Figure 1. Metal layers overlaid (run 1).
The bar under the picture is 20 µm long. Two of the layers only.
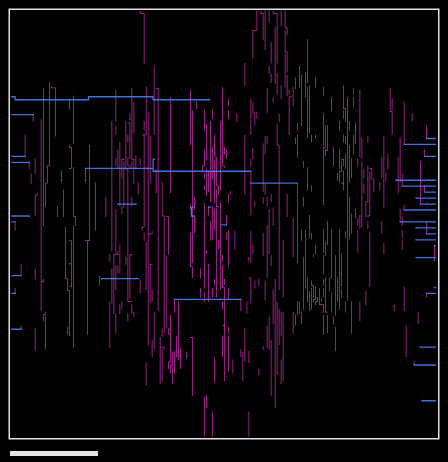
Figure 2. Clock network drawn from the DEF (run 1).
The bar under the picture is 20 µm long.
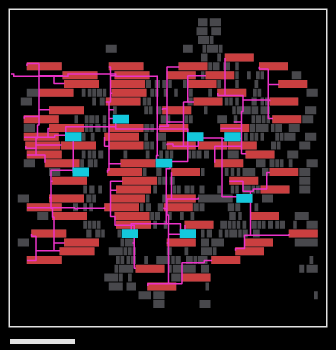
Figure 3. Clock wiring as the flow saved it (run 1).
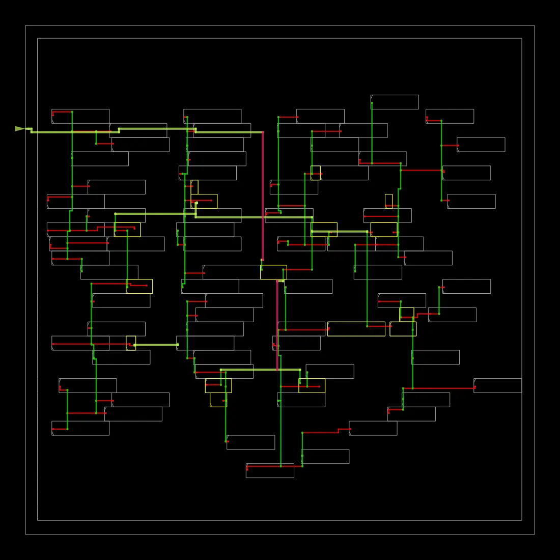
--- src/rtl/mult_job_sequencer.sv ---
// Job sequencer for the ROM -> register-file -> multiplier -> RAM datapath.
// Commands queue in a small FIFO; a host read port shares the RAM address bus.
module mult_job_sequencer #(
    parameter int ADR_W      = 3,
    parameter int FIFO_DEPTH = 4,
    parameter int CNT_W      = 8
) (
    input  logic             clk,
    input  logic             rst,
    input  logic             cmd_valid,
    output logic             cmd_ready,
    input  logic [ADR_W-1:0] cmd_adr1,
    input  logic [ADR_W-1:0] cmd_adr2,
    input  logic [ADR_W-1:0] cmd_dst,
    input  logic             rd_req,
    input  logic [ADR_W-1:0] rd_adr,
    output logic             rd_gnt,
    output logic             rd_valid,
    output logic [ADR_W-1:0] rom_adr,
    output logic             rf_w,
    output logic             rf_da,
    output logic             rf_sa,
    output logic             rf_sb,
    output logic             ram_w,
    output logic [ADR_W-1:0] ram_adr,
    output logic             busy,
    output logic             done,
    output logic [CNT_W-1:0] job_cnt
);

    // state  | meaning
    // IDLE   | waiting for a queued command; pops the head when one exists
    // LOAD_A | ROM[adr1] -> R00
    // LOAD_B | ROM[adr2] -> R01
    // MUL    | multiplier output settles
    // WRITE  | product -> RAM[dst]; sequencer owns the RAM bus
    // DONE   | done pulse, job counter advanced
    typedef enum logic [2:0] {
        IDLE   = 3'd0,
        LOAD_A = 3'd1,
        LOAD_B = 3'd2,
        MUL    = 3'd3,
        WRITE  = 3'd4,
        DONE   = 3'd5
    } state_t;

    localparam int PTR_W = (FIFO_DEPTH > 1) ? $clog2(FIFO_DEPTH) : 1;
    localparam int CMD_W = 3 * ADR_W;
    localparam logic [PTR_W:0] FULL_CNT = (PTR_W + 1)'(FIFO_DEPTH);

    state_t           state;
    logic [CMD_W-1:0] fifo_mem [FIFO_DEPTH];
    logic [PTR_W-1:0] wr_ptr;
    logic [PTR_W-1:0] rd_ptr;
    logic [PTR_W:0]   count;
    logic             push;
    logic             pop;
    logic [CMD_W-1:0] head;
    logic [ADR_W-1:0] job_adr2;
    logic [ADR_W-1:0] job_dst;
    logic [ADR_W-1:0] ram_adr_q;

    assign cmd_ready = (count != FULL_CNT);
    assign push      = cmd_valid && cmd_ready;
    assign pop       = (state == IDLE) && (count != '0);
    assign head      = fifo_mem[rd_ptr];
    assign busy      = (state != IDLE) || (count != '0);
    assign rf_sa     = 1'b0;
    assign rf_sb     = 1'b1;
    assign rd_gnt    = rd_req && (state != WRITE);

    // Storage needs no reset: an entry is only read after it has been written.
    always_ff @(posedge clk) begin
        if (push) begin
            fifo_mem[wr_ptr] <= {cmd_adr1, cmd_adr2, cmd_dst};
        end
    end

    always_ff @(posedge clk or negedge rst) begin
        if (!rst) begin
            wr_ptr <= '0;
            rd_ptr <= '0;
            count  <= '0;
        end else begin
            if (push) begin
                wr_ptr <= wr_ptr + PTR_W'(1);
            end
            if (pop) begin
                rd_ptr <= rd_ptr + PTR_W'(1);
            end
            if (push && !pop) begin
                count <= count + (PTR_W + 1)'(1);
            end else if (pop && !push) begin
                count <= count - (PTR_W + 1)'(1);
            end
        end
    end

    always_ff @(posedge clk or negedge rst) begin
        if (!rst) begin
            state    <= IDLE;
            job_adr2 <= '0;
            job_dst  <= '0;
            rom_adr  <= '0;
            rf_w     <= 1'b0;
            rf_da    <= 1'b0;
            ram_w    <= 1'b0;
            done     <= 1'b0;
            job_cnt  <= '0;
        end else begin
            case (state)
                IDLE: begin
                    if (pop) begin
                        rom_adr  <= head[CMD_W-1 -: ADR_W];
                        job_adr2 <= head[2*ADR_W-1 -: ADR_W];
                        job_dst  <= head[ADR_W-1:0];
                        rf_w     <= 1'b1;
                        rf_da    <= 1'b0;
                        state    <= LOAD_A;
                    end
                end
                LOAD_A: begin
                    rom_adr <= job_adr2;
                    rf_w    <= 1'b1;
                    rf_da   <= 1'b1;
                    state   <= LOAD_B;
                end
                LOAD_B: begin
                    rf_w  <= 1'b0;
                    rf_da <= 1'b0;
                    state <= MUL;
                end
                MUL: begin
                    ram_w <= 1'b1;
                    state <= WRITE;
                end
                WRITE: begin
                    ram_w   <= 1'b0;
                    done    <= 1'b1;
                    job_cnt <= job_cnt + CNT_W'(1);
                    state   <= DONE;
                end
                DONE: begin
                    done  <= 1'b0;
                    state <= IDLE;
                end
                default: begin
                    rf_w  <= 1'b0;
                    rf_da <= 1'b0;
                    ram_w <= 1'b0;
                    done  <= 1'b0;
                    state <= IDLE;
                end
            endcase
        end
    end

    // With no owner the bus keeps its previous address, so the RAM just refreshes data_out.
    always_comb begin
        ram_adr = ram_adr_q;
        if (state == WRITE) begin
            ram_adr = job_dst;
        end else if (rd_gnt) begin
            ram_adr = rd_adr;
        end
    end

    always_ff @(posedge clk or negedge rst) begin
        if (!rst) begin
            ram_adr_q <= '0;
            rd_valid  <= 1'b0;
        end else begin
            ram_adr_q <= ram_adr;
            rd_valid  <= rd_gnt;
        end
    end

endmodule
--- config.mk ---
export PLATFORM = sky130hd
export DESIGN_NAME = mult_job_sequencer
export DESIGN_NICKNAME = d
export VERILOG_FILES = /design/src/rtl/mult_job_sequencer.sv
export SDC_FILE = /design/constraint.sdc
export NUM_CORES = 1
export LEC_CHECK = 0
export ABC_AREA = 1
export CAP_MARGIN = 20
export CORE_MARGIN = 2
export CORE_UTILIZATION = 35
export DETAILED_ROUTE_END_ITERATION = 10
export GPL_TIMING_DRIVEN = 0
export HOLD_SLACK_MARGIN = 0.08
export REMOVE_ABC_BUFFERS = 1
export SLEW_MARGIN = 20
export SYNTH_ARGS = -nofsm -noshare
export SYNTH_HDL_FRONTEND = slang
export SYNTH_SLANG_ARGS = --single-unit
--- constraint.sdc ---
create_clock -name clk -period 2.2 [get_ports clk]
set_clock_uncertainty 0.15 [all_clocks]
set_input_delay 0.22 -clock clk [delete_from_list [all_inputs] [get_ports clk]]
set_output_delay 0.22 -clock clk [all_outputs]
set_load 0.02 [all_outputs]
==> run_summary.xml, run 1 <==
<?xml version="1.0" encoding="UTF-8"?>
<metrics>
  <group name="worst_hold_path">
    <metric name="min-delay-path-class" unit="">primary input to asynchronous set/reset pin</metric>
  </group>
  <group name="yosys">
    <metric name="postSynthSeqShare" unit="%">63.7</metric>
    <metric name="async_set_reset_flop_share_out_of_synthesis" unit="%">49.3</metric>
    <metric name="synth.top_cell.area_share" unit="%">35.2</metric>
    <metric name="yosys_cells" unit="">305</metric>
    <metric name="synthDominantAreaCellType" unit="">sky130_fd_sc_hd__edfxtp_1</metric>
    <metric name="synth-main-ff-cell" unit="">sky130_fd_sc_hd__edfxtp_1</metric>
    <metric name="enable_flop_cells" unit="">36</metric>
    <metric name="top_cells_by_area" unit="">sky130_fd_sc_hd__edfxtp_1 (35%), sky130_fd_sc_hd__dfrtp_1 (29%), sky130_fd_sc_hd__nand2_1 (10%)</metric>
    <metric name="synthTopCellsByCount" unit="">sky130_fd_sc_hd__nand2_1 (83), sky130_fd_sc_hd__nor2_1 (38), sky130_fd_sc_hd__edfxtp_1 (36)</metric>
    <metric name="syn-cell-area" unit="µm²">3070</metric>
  </group>
  <group name="timing">
    <metric name="whs" unit="ns">0.132</metric>
    <metric name="setup_tns" unit="ns">0</metric>
    <metric name="clock.fmax" unit="MHz">481</metric>
    <metric name="setup_viol" unit="">0</metric>
    <metric name="slew_viol_final" unit="">0</metric>
  </group>
  <group name="global_route">
    <metric name="grt_pass1_wl" unit="µm">9530</metric>
    <metric name="antenna_found_initial" unit="">0</metric>
    <metric name="first_global_vias" unit="">2029</metric>
    <metric name="grt_start_max_net_pins" unit="">27</metric>
  </group>
  <group name="clocking">
    <metric name="clk_root_buffer_cell" unit="">sky130_fd_sc_hd__clkbuf_8</metric>
    <metric name="cts_tree" unit="">yes</metric>
    <metric name="tritoncts_num_sinks" unit="">71</metric>
    <metric name="clk_path_buf_depth" unit="">2</metric>
  </group>
  <group name="pwr">
    <metric name="switching_share" unit="%">37.7</metric>
    <metric name="leakage" unit="nW">1.62</metric>
    <metric name="share_seq_of_total_power" unit="%">43.5</metric>
    <metric name="powerDensity" unit="nW/µm²">1290</metric>
    <metric name="worst_ir_drop_on_vdd" unit="mV">0.525</metric>
    <metric name="fin_total_pwr" unit="mW">4.86</metric>
    <metric name="internal-power" unit="mW">3.03</metric>
  </group>
  <group name="drt">
    <metric name="met3WireLength" unit="µm">234</metric>
    <metric name="detailroute.wirelength.met2" unit="µm">2560</metric>
    <metric name="number_of_nets_with_antenna_violations_after_routing" unit="">0</metric>
    <metric name="routed-via-count" unit="">2033</metric>
    <metric name="drt_drc_violations_left" unit="">0</metric>
    <metric name="route.layer.met1.wl" unit="µm">2600</metric>
    <metric name="maxUsedRoutingLayer" unit="">met4</metric>
    <metric name="routed_via_density" unit="">4.42</metric>
  </group>
  <group name="floorplan">
    <metric name="core" unit="µm²">8590</metric>
    <metric name="io-pin-count" unit="">40</metric>
    <metric name="initial_core_util" unit="%">35.7</metric>
    <metric name="die_span_x" unit="µm">97.7</metric>
  </group>
  <group name="layout">
    <metric name="area_growth_syn_to_layout" unit="%">22.2</metric>
    <metric name="antenna_cells_inserted" unit="">0</metric>
    <metric name="post_route_cells_drive_above_1_share" unit="%">10.2</metric>
    <metric name="fill_cells" unit="">838</metric>
    <metric name="instances_no_fill" unit="">460</metric>
    <metric name="fin_area" unit="µm²">3750</metric>
  </group>
  <group name="run_status">
    <metric name="outcome" unit="">complete, no violations</metric>
  </group>
  <group name="placed_design">
    <metric name="place.detailed.hpwl" unit="µm">3690</metric>
    <metric name="globalplace.congestion" unit="">0.813</metric>
    <metric name="post-place-cells" unit="">441</metric>
    <metric name="port_buffers" unit="">37</metric>
    <metric name="dp_worst_setup_slack" unit="ns">-0.0794</metric>
  </group>
  <group name="worst_setup_path">
    <metric name="cp.buffers_inverters" unit="">1</metric>
    <metric name="end_kind" unit="">output pin</metric>
    <metric name="crit_path_cell_trace" unit="">nor2_2 &gt; nand2_4 &gt; a31oi_1 &gt; dlygate4sd2_1</metric>
    <metric name="cp-start-kind" unit="">flip-flop</metric>
    <metric name="crit_family" unit="">flip-flops</metric>
    <metric name="cp_slowest_stage_delay" unit="ns">0.43</metric>
    <metric name="critical_path_required" unit="ns">1.83</metric>
  </group>
  <group name="run">
    <metric name="openroad.warnings" unit="">28</metric>
  </group>
</metrics>
## Picture notes: Figure 1
Magenta stands for met2, wire length 2560 µm. Blue stands for met3, wire length 235 µm.
final wirelength: 5440 µm
routed wire length per instance: 11.8 µm

## Picture notes: Figure 2
Red stands for flip-flops, count 71. Cyan stands for cells driving clock nets, count 9. Magenta stands for clock wires, length 810 µm.
There are 10 routed clock nets.
power drawn by the clock network: 0.972 mW
Clk Latency, worst-skew pair: 0.33 ns
Clock Power Share: 20.0%

## Picture notes: Figure 3
number of flip-flops and latches: 71
CTS Buf Count: 9

-- run 1: power groups by stage --
stage	Sequential [mW]	Combinational [mW]	Clock, mW
after CTS	2.12	1.75	1.00
final	2.11	1.77	0.972
after global placement	2.14	1.71	0
after global routing	2.17	2.05	1.06
after detailed placement	2.14	1.74	0
after floorplan	2.18	1.07	0
-- run 1: final timing paths --
check                      slack [ns]                       to  cells after the start               startpoint
max reg2reg                      0.18     count[2]$_DFFE_PN0P_                     10     state[1]$_DFFE_PN0P_
min reg2reg                      0.33  job_adr2[0]$_DFFE_PN0P_                      2  job_adr2[0]$_DFFE_PN0P_
max                              0.12               ram_adr[1]                      4     state[1]$_DFFE_PN0P_
max in group asynchronous        1.36         rf_w$_DFFE_PN0P_                      3                      rst
min in group clk                 0.33   ram_adr_q[0]$_DFF_PN0_                      3                rd_adr[0]
min                              0.13     count[2]$_DFFE_PN0P_                      2                      rst
-- run 1: what timing repair did --
action | 4_1_cts | 5_1_grt
hold buffers | 1 | 0
resized | 7 | 5
setup endpoints to repair | 5 | 2
hold endpoints to repair | 35 | 0
buffers inserted | 0 | 2
pin swaps | 0 | 1
-- run 1: sequential cells by signal, indices dropped and copies added, names as in the netlist --
signal,cells
rom_adr,3
job_cnt,8
count,3
ram_w,1
job_adr2,3
state,3
done,1
rd_valid,1
rf_da,1
ram_adr_q,3
rf_w,1
job_dst,3
wr_ptr,2
fifo_mem,36
rd_ptr,2
-- run 1: cell families (layout without fill, tap and decap cells) --
family                     count (synthesis)  count (layout)  share of synthesized area (%)
AOI/OAI and AO/OA                         25              25                           4.28
xor gates and xnor gates                   7               7                           2.00
adders and majority gates                  7               7                           3.10
buffers and inverters                     39              86                           5.87
DFF                                       71              71                           63.7
other                                      2               2                          0.245
and+or+nand+nor                          154             154                           20.8
-- run 1: cells in the final DEF (no fill, tap or decap), drive strengths merged, types with 3 or more instances in the layout --
cell and instances:
nand2 86, nor2 43, edfxtp 36, dfrtp 35, clkdlybuf4s50 31, inv 28
nand3 22, o21ai 18, clkbuf 9, ha 6, clkinv 6, xor2 4
dlygate4sd2 4, buf 4, a31oi 3, xnor2 3, a21oi 3
-- run 1: metal layers --
metal	global-route usage (%)	up-vias
met5	0	-
met4	3.53	0
met3	4.10	4
met2	19.8	43
met1	16.7	929
li1	-	1057
-- run 1: cell type report --
type                       count  area [µm²]  area share, %
tap                          108         135           3.60
sequential                    71        1960           52.2
inverter                      29         109           2.90
clock buffer                   9         124           3.30
multi-input combinational    195         956           25.5
timing repair buffer          41         408           10.9
clock inverter                 7        63.8           1.70
--- run 2 (diff from run 1) ---
HOLD_SLACK_MARGIN = not set   (was 0.08)
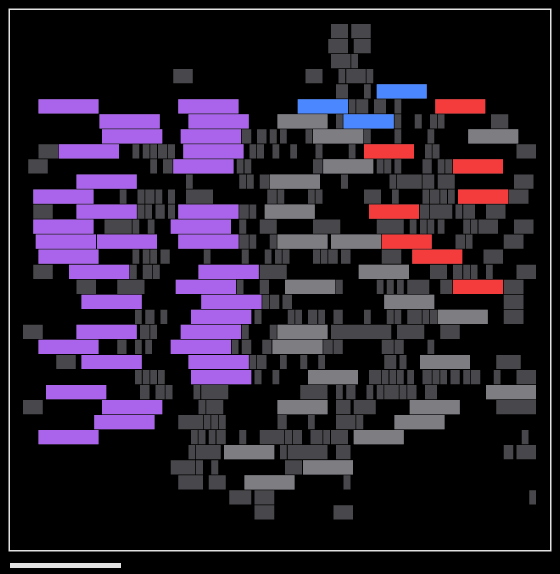
Figure 4: run 2, sequential cells grouped by signal name.
The bar under the picture is 20 µm long. Other sequential cells in the stronger grey, the rest of the logic in the fainter grey.
Purple stands for `fifo_mem`, placed flops 36. Red stands for `job_cnt`, placed flops 8. Blue stands for `ram_adr_q`, placed flops 3.
final design utilization: 43.7%
register cell area after layout: 1960 µm²

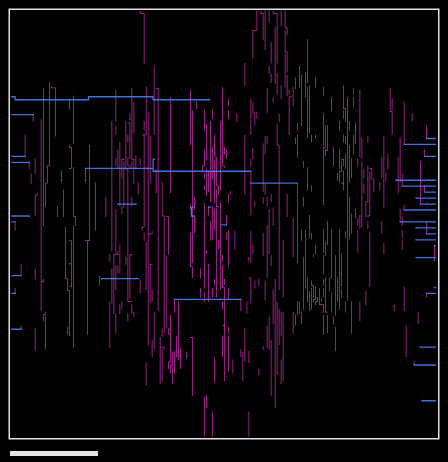
Figure 5: run 2, metal layers overlaid.
The bar under the picture is 20 µm long. Two of the layers only.
Magenta stands for met2, wire length 2560 µm. Blue stands for met3, wire length 235 µm.
total routing usage reported by global routing: 12.5%
total via count in the routed design: 2033

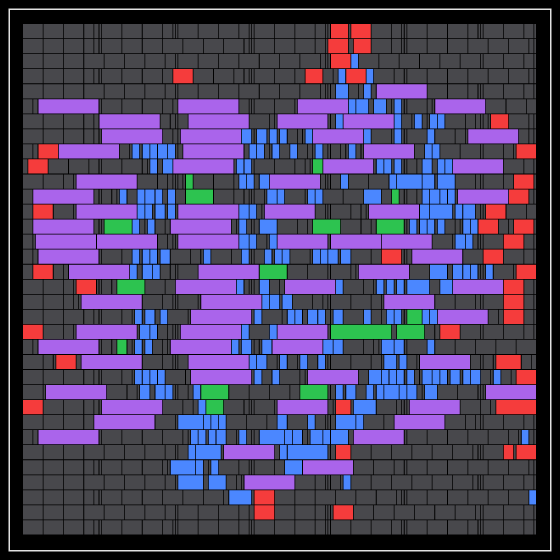
Figure 6: run 2, placement by cell class.
Fill, decap, tap and diode cells in grey.
Green stands for clock drivers and dummy loads, cells 16. Blue stands for all other logic, cells 224. Purple stands for flip-flops, cells 71. Red stands for other buffers and delay cells, cells 41.

==> run 2 against run 1 <==
  * Die size stayed put
  * Global-route usage stayed put
  * First-iteration DRC count stayed put
  * Combinational power hardly changed
  * Final area stayed put
==> run_summary.xml, run 2 <==
<?xml version="1.0" encoding="UTF-8"?>
<metrics>
  <group name="layout">
    <metric name="regMostFlops" unit="">fifo_mem</metric>
    <metric name="fill_cells" unit="">838</metric>
    <metric name="mostFrequentLayoutCells" unit="">sky130_fd_sc_hd__nand2_1 (82), sky130_fd_sc_hd__nor2_1 (38), sky130_fd_sc_hd__edfxtp_1 (36), sky130_fd_sc_hd__dfrtp_1 (35), sky130_fd_sc_hd__clkdlybuf4s50_1 (31)</metric>
    <metric name="largest_registers" unit="">fifo_mem x36, job_cnt x8</metric>
    <metric name="area_growth_syn_to_layout" unit="%">22.2</metric>
    <metric name="num-nets-final" unit="">370</metric>
    <metric name="final_common_cell" unit="">sky130_fd_sc_hd__nand2_1</metric>
    <metric name="post_route_cells_drive_above_1_share" unit="%">10.2</metric>
    <metric name="instances_no_fill" unit="">460</metric>
    <metric name="largest_register_ffs" unit="">36</metric>
    <metric name="antenna_cells_inserted" unit="">0</metric>
  </group>
  <group name="worst_setup_path">
    <metric name="cp_slowest_cell" unit="">sky130_fd_sc_hd__dfrtp_1</metric>
    <metric name="critical_path_arrival" unit="ns">1.71</metric>
    <metric name="cp_slowest_stage_delay" unit="ns">0.43</metric>
    <metric name="critical_path_required" unit="ns">1.83</metric>
    <metric name="cp.buffers_inverters" unit="">1</metric>
    <metric name="timing.critical_path.fanout_max" unit="">13</metric>
    <metric name="end_kind" unit="">output pin</metric>
    <metric name="cp-start-kind" unit="">flip-flop</metric>
    <metric name="crit_path_cell_trace" unit="">nor2_2 &gt; nand2_4 &gt; a31oi_1 &gt; dlygate4sd2_1</metric>
    <metric name="crit_family" unit="">flip-flops</metric>
  </group>
  <group name="pwr">
    <metric name="leakage" unit="nW">1.62</metric>
    <metric name="powerDensity" unit="nW/µm²">1290</metric>
    <metric name="worst_ir_drop_on_vdd" unit="mV">0.525</metric>
  </group>
  <group name="yosys">
    <metric name="yosys_cells" unit="">305</metric>
    <metric name="yosys.stat.chipArea" unit="µm²">3070</metric>
    <metric name="async_set_reset_flop_share_out_of_synthesis" unit="%">49.3</metric>
    <metric name="synthCells" unit="">305</metric>
    <metric name="enable_flop_cells" unit="">36</metric>
    <metric name="postSynthSeqShare" unit="%">63.7</metric>
    <metric name="syn-cell-area" unit="µm²">3070</metric>
    <metric name="syn-mean-instance-area" unit="µm²">10.1</metric>
    <metric name="yosysUniqueCellTypes" unit="">26</metric>
    <metric name="synth.top_cell.area_share" unit="%">35.2</metric>
    <metric name="synth_flops" unit="">71</metric>
    <metric name="synthDominantAreaCellType" unit="">sky130_fd_sc_hd__edfxtp_1</metric>
    <metric name="synthTopCellsByCount" unit="">sky130_fd_sc_hd__nand2_1 (83), sky130_fd_sc_hd__nor2_1 (38), sky130_fd_sc_hd__edfxtp_1 (36)</metric>
    <metric name="synthesis.yosys.warnings" unit="">0</metric>
    <metric name="synth-main-ff-cell" unit="">sky130_fd_sc_hd__edfxtp_1</metric>
    <metric name="top_cells_by_area" unit="">sky130_fd_sc_hd__edfxtp_1 (35%), sky130_fd_sc_hd__dfrtp_1 (29%), sky130_fd_sc_hd__nand2_1 (10%)</metric>
  </group>
  <group name="floorplan">
    <metric name="io-pin-count" unit="">40</metric>
    <metric name="die_area" unit="µm²">9540</metric>
    <metric name="placementRows" unit="">34</metric>
    <metric name="die_height" unit="µm">97.7</metric>
    <metric name="initial_core_util" unit="%">35.7</metric>
    <metric name="die_span_x" unit="µm">97.7</metric>
    <metric name="core" unit="µm²">8590</metric>
  </group>
  <group name="timing">
    <metric name="timing.final.crit_period" unit="ns">2.08</metric>
    <metric name="setup_viol" unit="">0</metric>
    <metric name="slew_viol_final" unit="">0</metric>
    <metric name="finalCritPeriodShare" unit="%">94.4</metric>
    <metric name="setup_tns" unit="ns">0</metric>
    <metric name="clock.fmax" unit="MHz">481</metric>
    <metric name="timing_worst_slew_pin_value" unit="ns">0.926</metric>
    <metric name="finalHoldViolCount" unit="">0</metric>
  </group>
  <group name="global_route">
    <metric name="grt_start_max_net_pins" unit="">27</metric>
    <metric name="grt_overflow" unit="">0</metric>
    <metric name="antenna_found_initial" unit="">0</metric>
    <metric name="grt_pass1_wl" unit="µm">9530</metric>
    <metric name="first_global_vias" unit="">2029</metric>
  </group>
  <group name="clocking">
    <metric name="tritoncts_num_sinks" unit="">71</metric>
    <metric name="cts_tree" unit="">yes</metric>
    <metric name="clk_root_buffer_cell" unit="">sky130_fd_sc_hd__clkbuf_8</metric>
    <metric name="insertion_delay" unit="ns">0.33</metric>
    <metric name="numCtsBuffers" unit="">9</metric>
    <metric name="clk_path_buf_depth" unit="">2</metric>
  </group>
  <group name="placed_design">
    <metric name="post-place-cells" unit="">441</metric>
    <metric name="place.detailed.hpwl" unit="µm">3690</metric>
    <metric name="globalplace.congestion" unit="">0.813</metric>
    <metric name="port_buffers" unit="">37</metric>
  </group>
  <group name="run">
    <metric name="openroad.warnings" unit="">28</metric>
    <metric name="maxCapViolCount" unit="">0</metric>
  </group>
  <group name="drt">
    <metric name="detail_route.first_pass.iterations" unit="">4</metric>
    <metric name="routed_via_density" unit="">4.42</metric>
    <metric name="number_of_nets_with_antenna_violations_after_routing" unit="">0</metric>
    <metric name="wire_per_inst" unit="µm">11.8</metric>
    <metric name="finalWirelength" unit="µm">5440</metric>
    <metric name="drt_drc_violations_left" unit="">0</metric>
    <metric name="first_iter_violations" unit="">84</metric>
  </group>
  <group name="worst_hold_path">
    <metric name="min-delay-path-class" unit="">primary input to asynchronous set/reset pin</metric>
  </group>
  <group name="run_status">
    <metric name="outcome" unit="">complete, no violations</metric>
  </group>
</metrics>
[run 2: cell counts after synthesis]
No cell type changed its count.
[run 2: worst reg2reg max path, stage by stage, from the launching register on]
cell                      delay [ns]
sky130_fd_sc_hd__dfrtp_1        0.43
sky130_fd_sc_hd__inv_2          0.06
sky130_fd_sc_hd__nand2_1        0.10
sky130_fd_sc_hd__nor2_2         0.07
sky130_fd_sc_hd__nand2_4        0.09
sky130_fd_sc_hd__ha_1           0.13
sky130_fd_sc_hd__inv_1          0.06
sky130_fd_sc_hd__fa_1           0.37
sky130_fd_sc_hd__or2_2          0.30
sky130_fd_sc_hd__nand2_1        0.08
sky130_fd_sc_hd__xor2_1         0.14
[run 2: layer usage]
metal  track usage (%)  up-vias  wire (µm)
li1                  -     1057          -
met1              16.7      929       2600
met2              19.8       43       2560
met3              4.10        4        234
met4              3.53        0         41
met5                 0        -          0
[run 2: metrics by stage]
step                cell area, µm²  power (mW)  hold slack [ns]  setup WS (ns)
CTS                           3720        4.87            0.132         0.0147
global placement              3500        3.85            0.313        -0.0617
detailed placement            3520        3.88          -0.0416        -0.0794
floorplan                     3000        3.25           -0.226        -0.0142
finish                        3750        4.86            0.132          0.123
global route                  3750        5.28            0.147      -0.000884
[run 2: what timing repair did]
action                                  in CTS  in global routing
cloned                                       0                  0
hold buffers                                 1                  0
endpoints found under the hold margin       35                  0
setup buffers                                0                  2
pin swaps                                    0                  1
endpoints found under the setup margin       5                  2
gates resized                                7                  5
[run 2: worst paths after layout]
check | depth (start not counted) | start | slack (ns) | to
worst max-delay path | 4 | state[1]$_DFFE_PN0P_ | 0.12 | ram_adr[1]
worst min-delay path | 2 | rst | 0.13 | count[2]$_DFFE_PN0P_
worst max register to register | 10 | state[1]$_DFFE_PN0P_ | 0.18 | count[2]$_DFFE_PN0P_
worst min register to register | 2 | job_adr2[0]$_DFFE_PN0P_ | 0.33 | job_adr2[0]$_DFFE_PN0P_
max in group asynchronous | 3 | rst | 1.36 | rf_w$_DFFE_PN0P_
min in group clk | 3 | rd_adr[0] | 0.33 | ram_adr_q[0]$_DFF_PN0_
[run 2: kinds of logic (layout without fill, tap and decap cells)]
logic type / count (synthesis) / count (layout) / synth area share, %
buffers and inverters: 39 / 86 / 5.87
XOR/XNOR: 7 / 7 / 2.00
AND-OR/OR-AND: 25 / 25 / 4.28
flip-flops: 71 / 71 / 63.7
other: 2 / 2 / 0.245
AND/OR/NAND/NOR: 154 / 154 / 20.8
adder cells (fa/ha/maj): 7 / 7 / 3.10
[run 2: final cells by class]
class | count | area [µm²] | share of cell area, %
Timing Repair Buffer | 41 | 408 | 10.9
Clock buffer | 9 | 124 | 3.30
Tap cell | 108 | 135 | 3.60
Multi-Input combinational cell | 195 | 956 | 25.5
Inverter | 29 | 109 | 2.90
Clock inverter | 7 | 63.8 | 1.70
Sequential cell | 71 | 1960 | 52.2
[run 2: power breakdown]
part	total, mW	internal, mW	leakage, nW	switching, mW
combinational	1.77	0.697	0.762	1.08
sequential	2.11	1.82	0.763	0.299
clock	0.972	0.513	0.0941	0.459
total	4.86	3.03	1.62	1.83
No activity file was given, so power comes from the tool's default toggle rates.
